==> config.mk <==
export PLATFORM = sky130hd
export DESIGN_NAME = ofdm_rx_frame_ctrl
export DESIGN_NICKNAME = d
export VERILOG_FILES = /design/src/rtl/ofdm_rx_frame_ctrl.sv
export SDC_FILE = /design/constraint.sdc
export NUM_CORES = 1
export LEC_CHECK = 0
export CELL_PAD_IN_SITES_DETAIL_PLACEMENT = 1
export CELL_PAD_IN_SITES_GLOBAL_PLACEMENT = 2
export CORE_MARGIN = 2
export CORE_UTILIZATION = 36
export DETAILED_ROUTE_END_ITERATION = 16
export GPL_TIMING_DRIVEN = 0
export PLACE_DENSITY = 0.82
export SLEW_MARGIN = 0
export SYNTH_ARGS = -nofsm -noshare
export SYNTH_HDL_FRONTEND = slang
export SYNTH_SLANG_ARGS = --single-unit
export TNS_END_PERCENT = 1
==> constraint.sdc <==
create_clock -name sys_clk -period 2.5 [get_ports sys_clk]
set_clock_uncertainty 0.15 [all_clocks]
set_input_delay 0.375 -clock sys_clk [delete_from_list [all_inputs] [get_ports sys_clk]]
set_output_delay 0.375 -clock sys_clk [all_outputs]
set_load 0.005 [all_outputs]
### Routed metal, one colour a layer, run 1

Bar = 20 um. Only two layers are drawn.
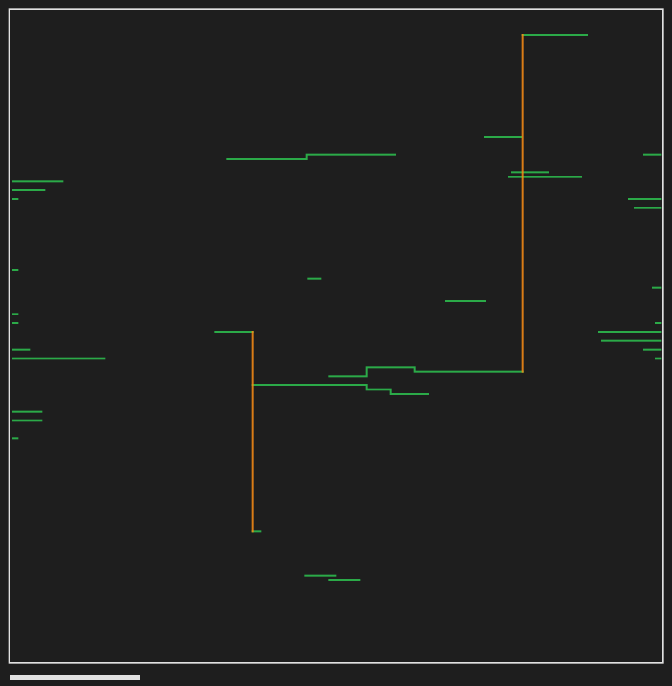
[metal 3] green | wire length: 218 um
[metal 4] orange | wire length: 82.3 um
GR Util All Layers: 0.194
Wirelength per Cell: 17.4 um
DR vias: 2928
final wirelength: 8.89 mm

### Met1 routing, run 1

Bar = 20 um. Cells faint in the background.
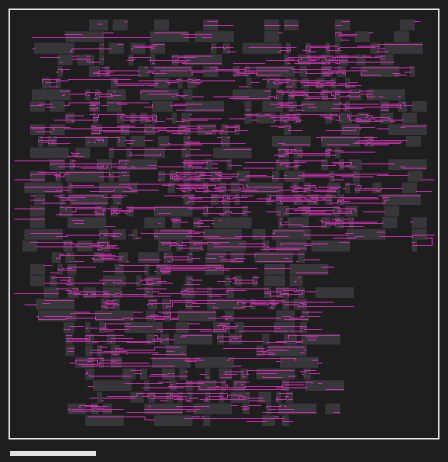
share of all routed wire: 50%
nets with wire on the layer: 380
Global Route met1 Usage: 0.276

### Close-up of the layout, run 1

Bar = 5 um. Region (65, 65) to (85, 85) um. Cells in grey, sequential cells in the stronger grey; small squares are vias.
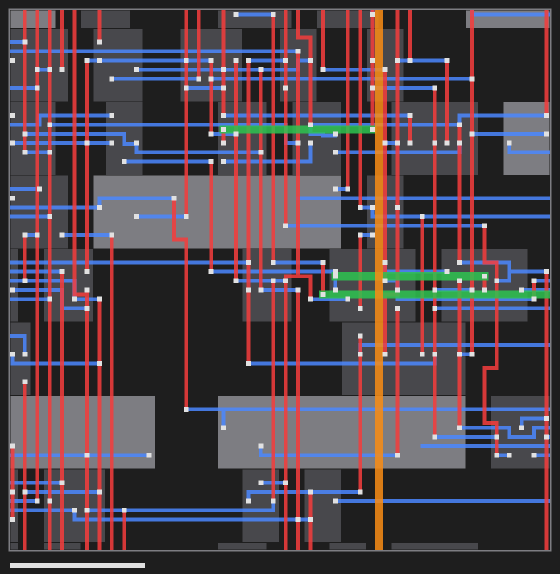
[metal 3] green
[metal 4] orange
[metal 2] red
[metal 1] blue
sequential cells in the window: 3
most frequent: nor2_1 (5), nor3_1 (4), dfrtp_1 (3)
cells with their middle in the window: 24

==> flow_summary.yaml, run 1 <==
# generated from flow reports
place:
  hpwl_mm: 6.18
synth:
  synth_nets: 363
  yosys_cells: 350
  synthCells: 350
  top_area_frac: 0.467
  synth_cell_type_count: 48
  largest_area_cell: "dfrtp_1"
cts:
  cts_tree: "done"
  hold_buffers: 0
  numCtsBuffers: 9
routing:
  drt_iter0_drc: 123
  drc: 0
floorplanning:
  die_width_um: 100
  io-pin-count: 35
critical_path:
  cp.required_ps: 2540
  cp_slowest_cell: "clkbuf_1"
grt:
  grt_antenna_before_repair: 0
power_and_ir_drop:
  pwr-share-comb: 0.208
  internal-power_uw: 1680
layout:
  nets: 409
sta:
  rsz0062_at_grt: "yes"
  hold_violations: 0
status:
  status: "finished, final reports clean"
[run 1: power by group through the flow]
stage | clock network [uW] | registers (uW) | logic (uW)
after floorplan | 0 | 1170 | 327
after global placement | 0 | 1190 | 514
after detailed placement | 0 | 1200 | 530
after CTS | 834 | 1180 | 531
after global routing | 880 | 1190 | 596
final | 804 | 1180 | 521
[run 1: synthesized netlist by cell type (all sizes together), types with 8 or more instances]
| cell type | instances |
|---|---|
| dfrtp | 62 |
| nor3 | 33 |
| nand2 | 31 |
| inv | 18 |
| nand3 | 17 |
| nor2 | 15 |
| a211oi | 14 |
| o21ai | 14 |
| nand4 | 13 |
| clkbuf | 11 |
| and3 | 10 |
| xor2 | 9 |
| a21oi | 8 |
[run 1: area by class of cell]
cell class / count / area, um2 / area share
multi-input combinational: 254 / 1640 / 0.410
sequential: 62 / 1550 / 0.388
timing repair buffer: 35 / 360 / 0.0900
clock buffer: 13 / 169 / 0.0422
tap: 111 / 139 / 0.0347
buffer: 16 / 67.6 / 0.0169
inverter: 18 / 67.6 / 0.0169
clock inverter: 1 / 5.00 / 0.00125
[run 1: routing by layer]
layer	share of wire	GRT usage	wire [um]	vias to the layer above
met2	0.47	0.300	4170	43
met3	0.025	0.0341	218	5
li1	-	-	-	1388
met1	0.50	0.276	4420	1492
met5	0	0	0	-
met4	0.0092	0.0632	82	0
[run 1: logic make-up after synthesis]
kind of cell    Yosys count  share of synthesized area
simple gates            158                      0.258
compound gates           65                      0.142
flops                    62                      0.467
buf+inv                  34                     0.0399
xor+xnor                 16                     0.0422
mux                       8                     0.0245
fa+ha+maj                 7                     0.0264
[run 1: through the flow]
step	std cells	setup slack (ps)	TNS (ps)
global placement	495	-804	-51440
floorplan	350	434	0
detailed placement	496	-200	-3020
CTS	510	86.6	0
finish	510	173	0
global route	510	-61.4	-401
[run 1: critical path: cells and delay by family, from the launching register on]
| family | cells | cell delay [ps] |
|---|---|---|
| AOI/OAI and AO/OA | 1 | 390 |
| adders and majority gates | 1 | 220 |
| buffers and inverters | 2 | 590 |
| DFF | 1 | 400 |
| and+or+nand+nor | 3 | 440 |
### Wire density map, run 1

20 x 20 tiles, from white (low) to dark blue (high), scaled to the fullest tile. Values are wire area over tile area, all layers added.
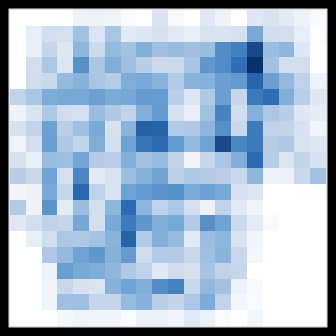

==> inputs of run 2 (changes only) <==
Settings changed: CORE_UTILIZATION 36 to 37, CTS_BUF_LIST from default to sky130_fd_sc_hd__clkbuf_2, PLACE_DENSITY 0.82 to 0.84.
### Wire density map, run 2

20 x 20 tiles, from white (low) to dark blue (high), scaled to the fullest tile. Values are wire area over tile area, all layers added.
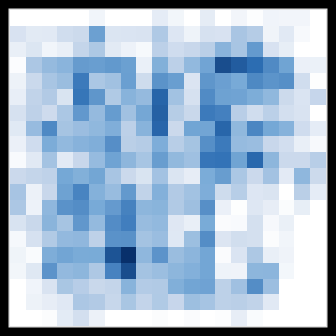
nearly empty tiles: 13%
mean over tiles: 0.14
emptiest ninth of the die: lower right
final wirelength: 8.62 mm
DR vias: 2870
Wirelength per Cell: 17.0 um
GR Util All Layers: 0.192

### Close-up of the layout, run 2

Bar = 5 um. Region (64, 64) to (84, 84) um. Cells in grey, sequential cells in the stronger grey; small squares are vias.
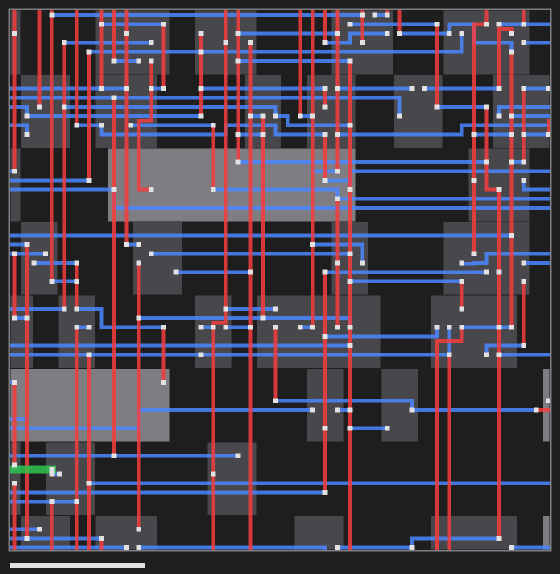
[metal 3] green
[metal 2] red
[metal 1] blue
sequential cells in the window: 2
most frequent: nor2_1 (4), nor3_1 (3)
cells with their middle in the window: 25

==> run 2 against run 1 <==
Sequential power about the same. Sequential share of layout area rose by 0.80 points. Clock-buffer cell count down 3. Critical endpoint is now r_strb[3]. Final area fell by 2.1%. Fmax down 1.4%. Final cell count shrank 0.39%. Non-clock buffer count unchanged. Via count down 2.0%. Setup slack got worse by 32 ps. Largest power group unchanged. First-iteration DRC count decreased by 40%.
==> flow_summary.yaml, run 2 <==
# generated from flow reports
layout:
  nets: 409
  flop_area_mm2: 0.00155
  logic_area_mm2: 0.00164
floorplanning:
  die_width_um: 98.8
grt:
  grt_antenna_before_repair: 0
routing:
  drc: 0
  drt_iter0_drc: 74
synth:
  synth_cell_type_count: 48
  top_cells_by_count: "dfrtp_1 (62), nor3_1 (33), nand2_1 (31)"
  top_area_frac: 0.467
  largest_area_cell: "dfrtp_1"
  synthCells: 350
  yosys_cells: 350
sta:
  tns_ps: 0
  hold_violations: 0
  setup_slack_ps: 140
  rsz0062_at_grt: "yes"
critical_path:
  cp.required_ps: 2730
status:
  status: "finished, final reports clean"
cts:
  cts_tree: "done"
  numCtsBuffers: 9
power_and_ir_drop:
  internal-power_uw: 1480
  pwr-share-comb: 0.224
## run 2: cell counts after synthesis
No cell type changed its count.
## run 2: area by class of cell
class                      instances  share of cell area
clock buffer                      10              0.0128
inverter                          18              0.0172
tap                              108              0.0345
multi-input combinational        254               0.418
timing repair buffer              35              0.0919
sequential                        62               0.396
buffer                            16              0.0169
clock inverter                     5              0.0131
## run 2: critical path: cells and delay by family (launching register included)
family / cells / cell delay (ps)
buf+inv: 2 / 600
flops: 1 / 430
simple gates: 3 / 430
compound gates: 1 / 420
fa+ha+maj: 1 / 230
## run 2: repair_timing
item | CTS | global route
hold buffers | 0 | 0
resized | 0 | 2
setup endpoints to repair | 0 | 20
## run 2: routing by layer
metal / global-route usage / wire length (um) / up-vias
met1: 0.265 / 4340 / 1427
met4: 0.0875 / 178 / 0
met3: 0.0319 / 209 / 14
li1: - / - / 1388
met2: 0.298 / 3890 / 41
met5: 0 / 0 / -
## run 2: cell families (layout without fill, tap and decap cells)
| kind of cell | after synthesis | after routing | synth area share |
|---|---|---|---|
| compound gates | 65 | 65 | 0.142 |
| xor+xnor | 16 | 16 | 0.0422 |
| fa+ha+maj | 7 | 7 | 0.0264 |
| buf+inv | 34 | 84 | 0.0399 |
| flops | 62 | 62 | 0.467 |
| mux | 8 | 8 | 0.0245 |
| simple gates | 158 | 158 | 0.258 |
## run 2: power by group through the flow
stage                     Clock, uW  Combinational [uW]  Sequential [uW]
after floorplan                   0                 327             1170
after global placement            0                 508             1190
after detailed placement          0                 521             1190
after CTS                       629                 524             1170
after global routing            664                 583             1190
final                           603                 514             1180
## run 2: through the flow
stage          utilization  instances  power, uW
4_1_cts              0.449        508       2330
2_1_floorplan            -        350       1490
3_3_place_gp         0.435        492       1700
5_1_grt              0.449        508       2430
6_report             0.449        508       2290
3_5_place_dp         0.438        493       1710
Power figures rest on the tool's default switching activity, not on a simulated workload.
